==> src/rtl/i2c_pkg.sv <==
// Shared definitions for the I2C responder and bus front end: byte width,
// ACK/NACK bus levels, transmit fill byte and the responder state encoding.
package i2c_pkg;

    localparam int BYTE_W = 8;

    localparam logic I2C_ACK  = 1'b0;
    localparam logic I2C_NACK = 1'b1;

    // Byte returned on a read when no transmit data is available
    localparam logic [BYTE_W-1:0] TX_FILL = 8'hFF;

    typedef enum logic [2:0] {
        ST_IDLE      = 3'd0,
        ST_ADDR      = 3'd1,
        ST_ADDR_ACK  = 3'd2,
        ST_RX_DATA   = 3'd3,
        ST_RX_ACK    = 3'd4,
        ST_TX_DATA   = 3'd5,
        ST_TX_ACK    = 3'd6,
        ST_WAIT_STOP = 3'd7
    } state_e;

endpackage

==> src/rtl/i2c_bus_sync.sv <==
// SCL/SDA synchronizer with single-cycle edge, START and STOP pulses.
// Shared between the I2C target and controller front ends.
module i2c_bus_sync #(
    parameter int SYNC_STAGES = 2
) (
    input  logic i2c_clk,
    input  logic rst_n,
    input  logic i_scl,
    input  logic i_sda,
    output logic o_sda,
    output logic o_scl_rise,
    output logic o_scl_fall,
    output logic o_start,
    output logic o_stop
);

    logic [SYNC_STAGES-1:0] r_scl_sync;
    logic [SYNC_STAGES-1:0] r_sda_sync;
    logic                   r_scl_prev;
    logic                   r_sda_prev;
    logic                   w_scl;
    logic                   w_sda;

    assign w_scl = r_scl_sync[SYNC_STAGES-1];
    assign w_sda = r_sda_sync[SYNC_STAGES-1];

    // NOTE: the chain resets to the idle-bus level (high) so leaving reset never fakes an edge or START.
    always_ff @(posedge i2c_clk or negedge rst_n) begin
        if (!rst_n) begin
            r_scl_sync <= '1;
            r_sda_sync <= '1;
            r_scl_prev <= 1'b1;
            r_sda_prev <= 1'b1;
        end else begin
            r_scl_sync <= {r_scl_sync[SYNC_STAGES-2:0], i_scl};
            r_sda_sync <= {r_sda_sync[SYNC_STAGES-2:0], i_sda};
            r_scl_prev <= w_scl;
            r_sda_prev <= w_sda;
        end
    end

    assign o_sda      = w_sda;
    assign o_scl_rise = w_scl & ~r_scl_prev;
    assign o_scl_fall = ~w_scl & r_scl_prev;
    assign o_start    = w_scl & r_scl_prev & r_sda_prev & ~w_sda;
    assign o_stop     = w_scl & r_scl_prev & ~r_sda_prev & w_sda;

endmodule

==> src/rtl/i2c_slave_responder.sv <==
// I2C target: ACKs SLAVE_ADDR, streams write bytes out on rx_*, read bytes in on tx_*.
// Optional clock stretching on an empty transmit source: I2C_SLAVE_CLK_STRETCH_EN.
module i2c_slave_responder
    import i2c_pkg::*;
#(
    parameter logic [6:0] SLAVE_ADDR  = 7'h50,
    parameter int         SYNC_STAGES = 2
) (
    input  logic              i2c_clk,
    input  logic              rst_n,
    input  logic              scl_in,
    input  logic              sda_in,
    output logic              sda_oe,
    output logic              scl_oe,
    output logic [BYTE_W-1:0] rx_data,
    output logic              rx_valid,
    input  logic [BYTE_W-1:0] tx_data,
    input  logic              tx_valid,
    output logic              tx_ready,
    output logic              busy,
    output logic              rw_dir
);

    logic w_sda;
    logic w_scl_rise;
    logic w_scl_fall;
    logic w_start;
    logic w_stop;

    i2c_bus_sync #(
        .SYNC_STAGES (SYNC_STAGES)
    ) u_bus_sync (
        .i2c_clk    (i2c_clk),
        .rst_n      (rst_n),
        .i_scl      (scl_in),
        .i_sda      (sda_in),
        .o_sda      (w_sda),
        .o_scl_rise (w_scl_rise),
        .o_scl_fall (w_scl_fall),
        .o_start    (w_start),
        .o_stop     (w_stop)
    );

    state_e            r_state;
    logic [BYTE_W-1:0] r_shift;
    logic [2:0]        r_cnt;
    logic              r_sda_oe;
    logic [BYTE_W-1:0] r_rx_data;
    logic              r_rx_load;
    logic              r_rx_valid;
    logic              r_tx_ready;
    logic              r_busy;
    logic              r_rw_dir;
    logic              r_ack_rcvd;
    logic [BYTE_W-1:0] w_byte;
    logic              w_load_pt;

`ifdef I2C_SLAVE_CLK_STRETCH_EN
    logic              r_scl_oe;
    logic              r_stretch;
    logic [1:0]        r_rel_cnt;
`else
    logic [BYTE_W-1:0] w_tx_byte;
    assign w_tx_byte = tx_valid ? tx_data : TX_FILL;
`endif

    assign w_byte = {r_shift[BYTE_W-2:0], w_sda};

    // Transmit load points: end of the address ACK on a read, and the fall after a master ACK
    assign w_load_pt = w_scl_fall &&
                       ((r_state == ST_ADDR_ACK && r_sda_oe && r_rw_dir) ||
                        (r_state == ST_TX_ACK && r_ack_rcvd));

    always_ff @(posedge i2c_clk or negedge rst_n) begin
        if (!rst_n) begin
            r_state    <= ST_IDLE;
            r_shift    <= '0;
            r_cnt      <= 3'd7;
            r_sda_oe   <= 1'b0;
            r_rx_data  <= '0;
            r_rx_load  <= 1'b0;
            r_rx_valid <= 1'b0;
            r_tx_ready <= 1'b0;
            r_busy     <= 1'b0;
            r_rw_dir   <= 1'b0;
            r_ack_rcvd <= 1'b0;
`ifdef I2C_SLAVE_CLK_STRETCH_EN
            r_scl_oe   <= 1'b0;
            r_stretch  <= 1'b0;
            r_rel_cnt  <= 2'd0;
`endif
        end else begin
            r_rx_load  <= 1'b0;
            r_rx_valid <= r_rx_load;
            r_tx_ready <= 1'b0;

            if (w_stop || w_start) begin
                r_state    <= w_stop ? ST_IDLE : ST_ADDR;
                r_cnt      <= 3'd7;
                r_sda_oe   <= 1'b0;
                r_ack_rcvd <= 1'b0;
                if (w_stop)
                    r_busy <= 1'b0;
`ifdef I2C_SLAVE_CLK_STRETCH_EN
                r_scl_oe   <= 1'b0;
                r_stretch  <= 1'b0;
                r_rel_cnt  <= 2'd0;
`endif
            end else begin
                case (r_state)
                    ST_IDLE: begin
                        r_sda_oe <= 1'b0;
                    end

                    ST_ADDR: begin
                        if (w_scl_rise) begin
                            r_shift <= w_byte;
                            if (r_cnt == 3'd0) begin
                                r_cnt <= 3'd7;
                                if (w_byte[7:1] == SLAVE_ADDR) begin
                                    r_state  <= ST_ADDR_ACK;
                                    r_rw_dir <= w_byte[0];
                                    r_busy   <= 1'b1;
                                end else begin
                                    r_state <= ST_WAIT_STOP;
                                    r_busy  <= 1'b0;
                                end
                            end else begin
                                r_cnt <= r_cnt - 3'd1;
                            end
                        end
                    end

                    // First fall pulls SDA low for the ACK clock, second fall ends it
                    ST_ADDR_ACK, ST_RX_ACK: begin
                        if (w_scl_fall) begin
                            if (!r_sda_oe) begin
                                r_sda_oe <= 1'b1;
                            end else begin
                                r_sda_oe <= 1'b0;
                                r_cnt    <= 3'd7;
                                if (r_state == ST_ADDR_ACK && r_rw_dir)
                                    r_state <= ST_TX_DATA;
                                else
                                    r_state <= ST_RX_DATA;
                            end
                        end
                    end

                    ST_RX_DATA: begin
                        if (w_scl_rise) begin
                            r_shift <= w_byte;
                            if (r_cnt == 3'd0) begin
                                r_rx_data <= w_byte;
                                r_rx_load <= 1'b1;
                                r_cnt     <= 3'd7;
                                r_state   <= ST_RX_ACK;
                            end else begin
                                r_cnt <= r_cnt - 3'd1;
                            end
                        end
                    end

                    ST_TX_DATA: begin
`ifdef I2C_SLAVE_CLK_STRETCH_EN
                        if (w_scl_fall && !r_stretch) begin
`else
                        if (w_scl_fall) begin
`endif
                            if (r_cnt == 3'd0) begin
                                r_sda_oe   <= 1'b0;
                                r_ack_rcvd <= 1'b0;
                                r_state    <= ST_TX_ACK;
                            end else begin
                                // Rotate rather than zero-fill; the vacated bits are never sent
                                r_shift  <= {r_shift[BYTE_W-2:0], r_shift[BYTE_W-1]};
                                r_sda_oe <= ~r_shift[BYTE_W-2];
                                r_cnt    <= r_cnt - 3'd1;
                            end
                        end
                    end

                    ST_TX_ACK: begin
                        if (w_scl_rise && !r_ack_rcvd) begin
                            if (w_sda == I2C_NACK)
                                r_state <= ST_WAIT_STOP;
                            else
                                r_ack_rcvd <= 1'b1;
                        end
                    end

                    ST_WAIT_STOP: begin
                        r_sda_oe <= 1'b0;
                    end

                    default: begin
                        r_state <= ST_IDLE;
                    end
                endcase

                if (w_load_pt) begin
                    r_state    <= ST_TX_DATA;
                    r_cnt      <= 3'd7;
                    r_ack_rcvd <= 1'b0;
`ifdef I2C_SLAVE_CLK_STRETCH_EN
                    if (tx_valid) begin
                        r_shift    <= tx_data;
                        r_sda_oe   <= ~tx_data[BYTE_W-1];
                        r_tx_ready <= 1'b1;
                    end else begin
                        r_sda_oe  <= 1'b0;
                        r_scl_oe  <= 1'b1;
                        r_stretch <= 1'b1;
                        r_rel_cnt <= 2'd0;
                    end
`else
                    r_shift    <= w_tx_byte;
                    r_sda_oe   <= ~w_tx_byte[BYTE_W-1];
                    r_tx_ready <= tx_valid;
`endif
                end

`ifdef I2C_SLAVE_CLK_STRETCH_EN
                // While SCL is held: load once data appears, then keep SCL low two more cycles for SDA setup
                if (r_stretch) begin
                    if (r_rel_cnt == 2'd0) begin
                        if (tx_valid) begin
                            r_shift    <= tx_data;
                            r_sda_oe   <= ~tx_data[BYTE_W-1];
                            r_tx_ready <= 1'b1;
                            r_rel_cnt  <= 2'd2;
                        end
                    end else if (r_rel_cnt == 2'd1) begin
                        r_scl_oe  <= 1'b0;
                        r_stretch <= 1'b0;
                        r_rel_cnt <= 2'd0;
                    end else begin
                        r_rel_cnt <= r_rel_cnt - 2'd1;
                    end
                end
`endif
            end
        end
    end

    assign sda_oe   = r_sda_oe;
    assign rx_data  = r_rx_data;
    assign rx_valid = r_rx_valid;
    assign tx_ready = r_tx_ready;
    assign busy     = r_busy;
    assign rw_dir   = r_rw_dir;
`ifdef I2C_SLAVE_CLK_STRETCH_EN
    assign scl_oe   = r_scl_oe;
`else
    assign scl_oe   = 1'b0;
`endif

endmodule
==> config.mk <==
export PLATFORM = sky130hd
export DESIGN_NAME = i2c_slave_responder
export DESIGN_NICKNAME = d
export VERILOG_FILES = /design/src/rtl/i2c_pkg.sv /design/src/rtl/i2c_bus_sync.sv /design/src/rtl/i2c_slave_responder.sv
export SDC_FILE = /design/constraint.sdc
export NUM_CORES = 1
export LEC_CHECK = 0
export CAP_MARGIN = 30
export CORE_ASPECT_RATIO = 1.75
export CORE_MARGIN = 4
export CORE_UTILIZATION = 30
export CTS_CLUSTER_SIZE = 28
export DETAILED_ROUTE_END_ITERATION = 8
export GPL_TIMING_DRIVEN = 0
export PLACE_DENSITY = 0.55
export SKIP_LAST_GASP = 1
export SLEW_MARGIN = 20
export SYNTH_ARGS = -nofsm -noshare
export SYNTH_HDL_FRONTEND = slang
export SYNTH_HIERARCHICAL = 1
export SYNTH_SLANG_ARGS = --single-unit
==> constraint.sdc <==
create_clock -name i2c_clk -period 2.9 [get_ports i2c_clk]
set_input_delay 0.58 -clock i2c_clk [delete_from_list [all_inputs] [get_ports i2c_clk]]
set_output_delay 0.58 -clock i2c_clk [all_outputs]
set_load 0.05 [all_outputs]
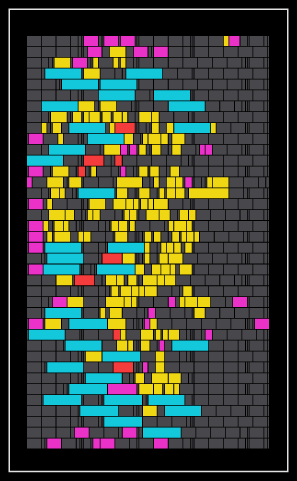
Figure 1: run 1, placement by cell class.
Drawn at 4 px/um. Fill, decap, tap and diode cells in gray.
class	color	cells	share of their area
remaining buffers and delay cells	magenta	39	14%
registers	cyan	35	38%
remaining logic cells	yellow	152	44%
clock drivers and dummy loads	red	8	3.6%
post-layout util: 38.4%
Final Cell Area: 2410 um2
flop share of the area: 36.8%
core area: 6280 um2
Site Rows: 38

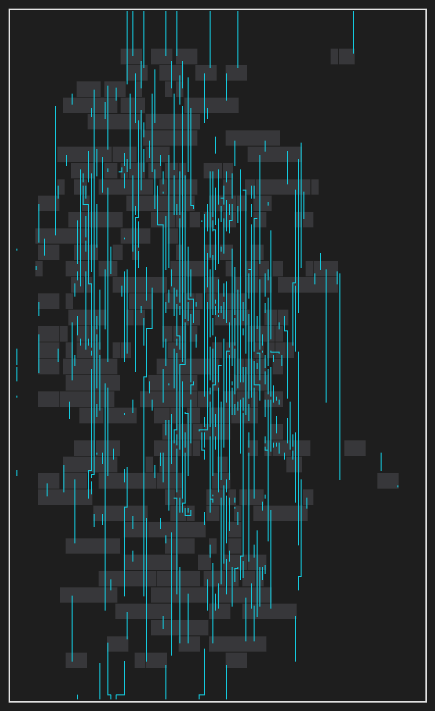
Figure 2: run 1, M2 wires.
Drawn at 6 px/um.
main direction	vertical
share of all routed wire	54%
grt met2 use: 23.3%
Total Wirelength: 4.83 mm

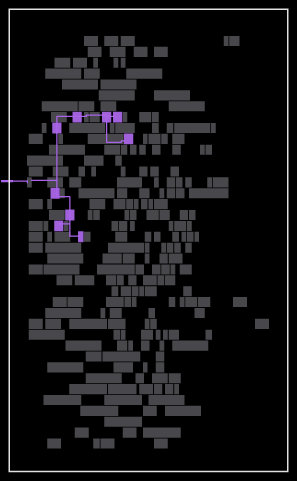
Figure 3: run 1, port wiring.
Drawn at 4 px/um.
port	color	bits	direction	edge	end cells	buffers	wire
`tx_valid`	purple	1	input	west	9	1	77.2 um
Ports: 27
IO buf count: 24

[run 1: state kept, by name, indices dropped and copies added (netlist names)]
signal,flops
r_shift,8
rx_data,8
r_cnt,3
r_state,3
u_bus_sync/r_scl_sync,2
u_bus_sync/r_sda_sync,2
busy,1
r_ack_rcvd,1
r_rx_load,1
rw_dir,1
rx_valid,1
sda_oe,1
tx_ready,1
u_bus_sync/r_scl_prev,1
u_bus_sync/r_sda_prev,1
[run 1: kinds of logic (layout without fill, tap and decap cells)]
group / Yosys count / after routing / synth area share (%)
fa+ha+maj: 2 / 2 / 1.27
flops: 35 / 35 / 45.0
buf+inv: 30 / 63 / 6.35
compound gates: 49 / 49 / 18.0
mux: 17 / 17 / 9.72
other cells: 1 / 1 / 0.190
simple gates: 67 / 67 / 19.4
[run 1: per-layer routing]
| metal | vias up | track usage, % | wire (um) |
|---|---|---|---|
| met4 | 0 | 9.13 | 258 |
| met5 | - | 0 | 0 |
| met1 | 807 | 13.5 | 1850 |
| met3 | 19 | 1.40 | 136 |
| met2 | 46 | 23.3 | 2590 |
| li1 | 792 | - | - |
[run 1: cell usage in the layout (no fill, tap or decap), types with 3 or more instances in the layout]
cell type        instances
o32ai_1                  3
buf_2                    8
clkbuf_1                 5
dfrtp_1                 26
a311oi_1                 4
nand3_1                  4
clkdlybuf4s50_1         23
mux2_2                  13
nor3_1                   5
nand2_1                 12
o21ai_0                  8
nand2b_1                 5
nor3b_1                  3
nor2_1                  14
a31oi_1                  8
nor2b_1                  5
and4b_1                  3
dfstp_2                  9
inv_1                   16
mux2_1                   4
clkinv_2                 3
a21oi_1                  8
clkbuf_8                 5
[run 1: report_power, final]
part           internal (mW)  switching, mW  leakage (nW)
sequential             0.604         0.0996         0.427
clock                  0.164          0.180        0.0477
combinational          0.407          0.546         0.561
==> flow_metrics.env, run 1 <==
# yosys + openroad results
export IMPL_rsz0062_at_grt="no"
export IMPL_comb_share_pct=39.7
export IMPL_yosysWarnings=6
export IMPL_chip_area_um2=7980
export IMPL_synthDistinctLibCells=51
export IMPL_period_needed_ns=2.48
export IMPL_drive_gt1_share_pct=19.7
export IMPL_drc=0
export IMPL_yosys_top_cells_count="dfrtp_1 (26), inv_1 (16), nor2_1 (14)"
export IMPL_setup_violations=0
export IMPL_dp_hpwl_mm=3.62
export IMPL_status="complete, no violations"
export IMPL_final_nets=248
export IMPL_async_flop_share_pct=100
export IMPL_synth_cells=201
export IMPL_gp_congestion=0.858
export IMPL_cts_sinks=35
export IMPL_die_h_um=115
export IMPL_rrSetupSlack_ns=0.42
export IMPL_drt_vias_per_instance=5.30
export IMPL_cp_endpoint="r_shift[4]"
export IMPL_slowest_delay_ns=0.55
export IMPL_largest_cell_class="multi-input combinational cells"
export IMPL_dpl_instance_area_um2=2320
export IMPL_clkbuf_count=5
export IMPL_finalHoldViolCount=0
export IMPL_final_antenna_net_count=0
export IMPL_cp_top_family="buffers and inverters"
export IMPL_crit_path_top_delay_cell="dfstp_2"
Figure 4. Clock nets (run 1).
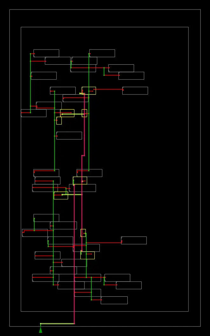

==> run 1 -> run 2 <==
--- a/config.mk
+++ b/config.mk
@@ -12,7 +12,7 @@
 export CTS_CLUSTER_SIZE = 28
 export DETAILED_ROUTE_END_ITERATION = 8
 export GPL_TIMING_DRIVEN = 0
-export PLACE_DENSITY = 0.55
+export PLACE_DENSITY_LB_ADDON = 0.2
 export SKIP_LAST_GASP = 1
 export SLEW_MARGIN = 20
 export SYNTH_ARGS = -nofsm -noshare
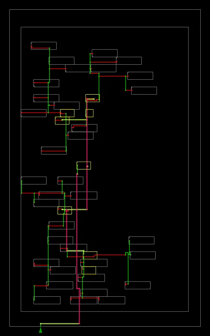
Figure 5: run 2, clock nets.
TritonCTS buffer count: 5
CTS Sinks: 35
Clk. pwr: 0.391 mW

==> flow_metrics.env, run 2 <==
# yosys + openroad results
export IMPL_status="complete, no violations"
export IMPL_synth_cells=201
export IMPL_gp_congestion=0.871
export IMPL_port_buffer_count=24
export IMPL_chip_area_um2=7980
export IMPL_ys_sh_mux_pct=9.72
export IMPL_final_cell_mix="dfrtp_1 (26), clkdlybuf4s50_1 (23), inv_1 (16), nor2_1 (14), mux2_2 (13)"
export IMPL_drc=0
export IMPL_finalHoldViolCount=0
export IMPL_yosysWarnings=6
export IMPL_seq_area_frac_synth_pct=45.0
export IMPL_setup_violations=0
export IMPL_die_h_um=115
export IMPL_yosys_area_share_aoi_pct=18.0
export IMPL_async_flop_share_pct=100
export IMPL_drt_vias_per_instance=5.25
export IMPL_grt_ovfl_total=0
export IMPL_final_antenna_net_count=0
export IMPL_core_um2=6280
export IMPL_io_pins=27
export IMPL_worstSetupEndpointType="flip-flop"
export IMPL_adder_share_pct=1.27
export IMPL_ys_sh_simple_pct=19.4
export IMPL_cp_arrival_ns=2.69
export IMPL_rsz0062_at_grt="no"
export IMPL_yosys_top_cells_count="dfrtp_1 (26), inv_1 (16), nor2_1 (14)"
export IMPL_final_nets=248
export IMPL_drive_gt1_share_pct=19.7
export IMPL_synth_xor_xnor_area_share_pct=0
export IMPL_lay_top_count="dfrtp_1"
export IMPL_dp_hpwl_mm=3.75
export IMPL_synthDistinctLibCells=51
export IMPL_wl_mm=4.91
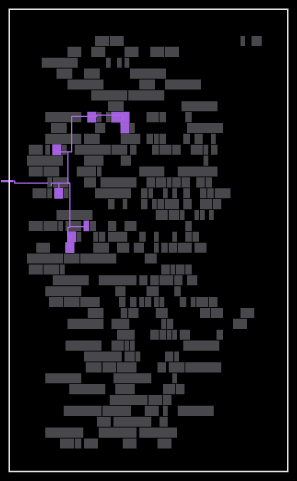
Figure 6: run 2, port wiring.
Drawn at 4 px/um.
port	color	bits	direction	edge	end cells	buffers	wire
`tx_valid`	purple	1	input	west	9	1	76.7 um

==> run 2: final timing paths <==
path	start	cells past startpoint	slack, ns	endpoint
hold reg to reg	r_rx_load	0	0.35	rx_valid
max in group asynchronous	rst_n	2	2.28	r_cnt[2]
setup / recovery	u_bus_sync/r_scl_prev	7	0.37	r_shift[6]
hold / removal	rst_n	1	0.15	busy
setup reg to reg	u_bus_sync/r_scl_prev	7	0.37	r_shift[6]
min in group i2c_clk	r_rx_load	0	0.35	rx_valid
==> run 2: critical path: stages (launching register included) <==
cell and delay (ns):
dfstp_2 0.54, nor2b_1 0.12, clkbuf_1 0.39, inv_1 0.18, a2111oi_4 0.44, buf_2 0.32
a31oi_1 0.11, mux2_1 0.29
==> run 2: area by class of cell <==
type	count	area, um2
clock inverter	1	7.51
timing repair buffer	25	255
inverter	16	60.1
sequential	35	887
clock buffer	7	96.3
buffer	14	65.1
multi-input combinational	136	957
tap	80	100
fill	638	3850
==> run 2: layer usage <==
layer,track usage [%],wire length [um]
met1,13.2,1850
met3,1.75,174
met4,9.39,226
met5,0,0
met2,23.9,2670
==> run 2: through the flow <==
stage | setup slack (ns) | instance area [um2] | utilization, % | instances | power (mW)
6_report | 0.373 | 2430 | 38.7 | 314 | 2.06
4_1_cts | 0.394 | 2430 | 38.7 | 314 | 2.08
5_1_grt | 0.193 | 2430 | 38.7 | 314 | 2.21
3_3_place_gp | 0.378 | 2310 | 36.8 | 305 | 1.67
2_1_floorplan | 0.826 | 1970 | - | 201 | 1.42
3_5_place_dp | 0.412 | 2320 | 37.0 | 306 | 1.68
==> run 2: power breakdown <==
part	switching [mW]	leakage (nW)	internal, mW	total (mW)
sequential	0.0980	0.427	0.604	0.702
clock	0.175	0.0505	0.216	0.391
combinational	0.560	0.561	0.408	0.968
total	0.834	1.04	1.23	2.06
==> run 2 -> run 3 <==
--- a/config.mk
+++ b/config.mk
@@ -13,7 +13,6 @@
 export DETAILED_ROUTE_END_ITERATION = 8
 export GPL_TIMING_DRIVEN = 0
 export PLACE_DENSITY_LB_ADDON = 0.2
-export SKIP_LAST_GASP = 1
 export SLEW_MARGIN = 20
 export SYNTH_ARGS = -nofsm -noshare
 export SYNTH_HDL_FRONTEND = slang
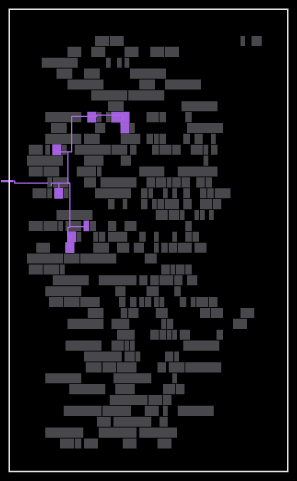
Figure 7: run 3, port wiring.
Drawn at 4 px/um.
port	color	bits	direction	edge	end cells	buffers	wire
`tx_valid`	purple	1	input	west	9	1	76.7 um

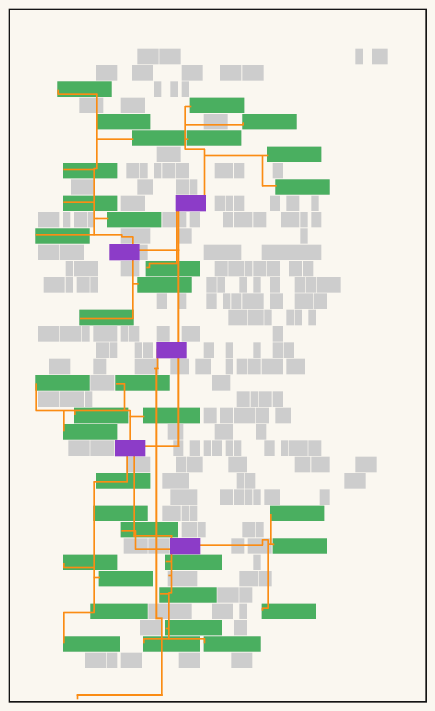
Figure 8: run 3, clock distribution.
Drawn at 6 px/um.
[clock wires] orange | length: 489 um
[clock-net drivers] purple | count: 5
[flip-flops] green | count: 35
routed clock nets	6
worst skew pair latency: 0.28 ns
clk_skew: 0.00394 ns
Clk pwr share: 19.0%

==> flow_metrics.env, run 3 <==
# yosys + openroad results
export IMPL_status="complete, no violations"
export IMPL_yosys_area_share_aoi_pct=18.0
export IMPL_dp_slack_ns=0.412
export IMPL_slowest_delay_ns=0.54
export IMPL_crit_buf_inv=3
export IMPL_yosys_top_cells_count="dfrtp_1 (26), inv_1 (16), nor2_1 (14)"
export IMPL_logic_area_um2=957
export IMPL_period_needed_ns=2.53
export IMPL_core_um2=6280
export IMPL_cp_arrival_ns=2.69
export IMPL_cp_top_family="buffers and inverters"
export IMPL_setup_ws_ns=0.373
export IMPL_fill_cells=638
export IMPL_ys_sh_mux_pct=9.72
export IMPL_finalPower_mw=2.06
export IMPL_grt_ovfl_total=0
export IMPL_io_pins=27
export IMPL_cts_sinks=35
export IMPL_synth_cells=201
export IMPL_gp_congestion=0.871
export IMPL_yosysWarnings=6
export IMPL_crit_path_top_delay_cell="dfstp_2"
export IMPL_adder_share_pct=1.27
export IMPL_setup_violations=0
export IMPL_seq_area_um2=887
export IMPL_worstSetupEndpointType="flip-flop"
export IMPL_final_nets=248
export IMPL_dp_hpwl_mm=3.75
export IMPL_die_h_um=115
export IMPL_final_cell_mix="dfrtp_1 (26), clkdlybuf4s50_1 (23), inv_1 (16), nor2_1 (14), mux2_2 (13)"
export IMPL_final_antenna_net_count=0
export IMPL_synthDistinctLibCells=51
export IMPL_drive_gt1_share_pct=19.7
export IMPL_wl_mm=4.91
[run 3: kinds of logic (layout without fill, tap and decap cells)]
kind of cell,Yosys count,after routing
other,1,1
DFF,35,35
buffers and inverters,30,63
muxes,17,17
and+or+nand+nor,67,67
adders and majority gates,2,2
AOI/OAI and AO/OA,49,49
[run 3: cell type report]
type	instances	share of cell area [%]
clock inverter	1	0.309
multi-input combinational	136	39.4
timing repair buffer	25	10.5
buffer	14	2.68
sequential	35	36.5
tap	80	4.12
inverter	16	2.47
clock buffer	7	3.97
[run 3: routing by layer]
layer / vias up / global-route usage, % / routed length, um
met4: 0 / 9.39 / 226
li1: 789 / - / -
met1: 791 / 13.2 / 1850
met5: - / 0 / 0
met2: 51 / 23.9 / 2670
met3: 18 / 1.75 / 174
[run 3: path summary, 6_finish.rpt]
check                           slack [ns]  cells after the start         end             startpoint
worst min-delay path                  0.15                      1        busy                  rst_n
worst max register to register        0.37                      7  r_shift[6]  u_bus_sync/r_scl_prev
min in group i2c_clk                  0.35                      0    rx_valid              r_rx_load
worst max-delay path                  0.37                      7  r_shift[6]  u_bus_sync/r_scl_prev
max in group asynchronous             2.28                      2    r_cnt[2]                  rst_n
worst min register to register        0.35                      0    rx_valid              r_rx_load
[run 3: where the power goes]
part | switching (mW) | leakage, nW | internal [mW]
sequential | 0.0980 | 0.427 | 0.604
clock | 0.175 | 0.0505 | 0.216
combinational | 0.560 | 0.561 | 0.408
[run 3: metrics by stage]
| stage | std cells | utilization, % |
|---|---|---|
| global placement | 305 | 36.8 |
| CTS | 314 | 38.7 |
| floorplan | 201 | - |
| detailed placement | 306 | 37.0 |
| finish | 314 | 38.7 |
| global route | 314 | 38.7 |
Power and IR drop assume default switching activity.
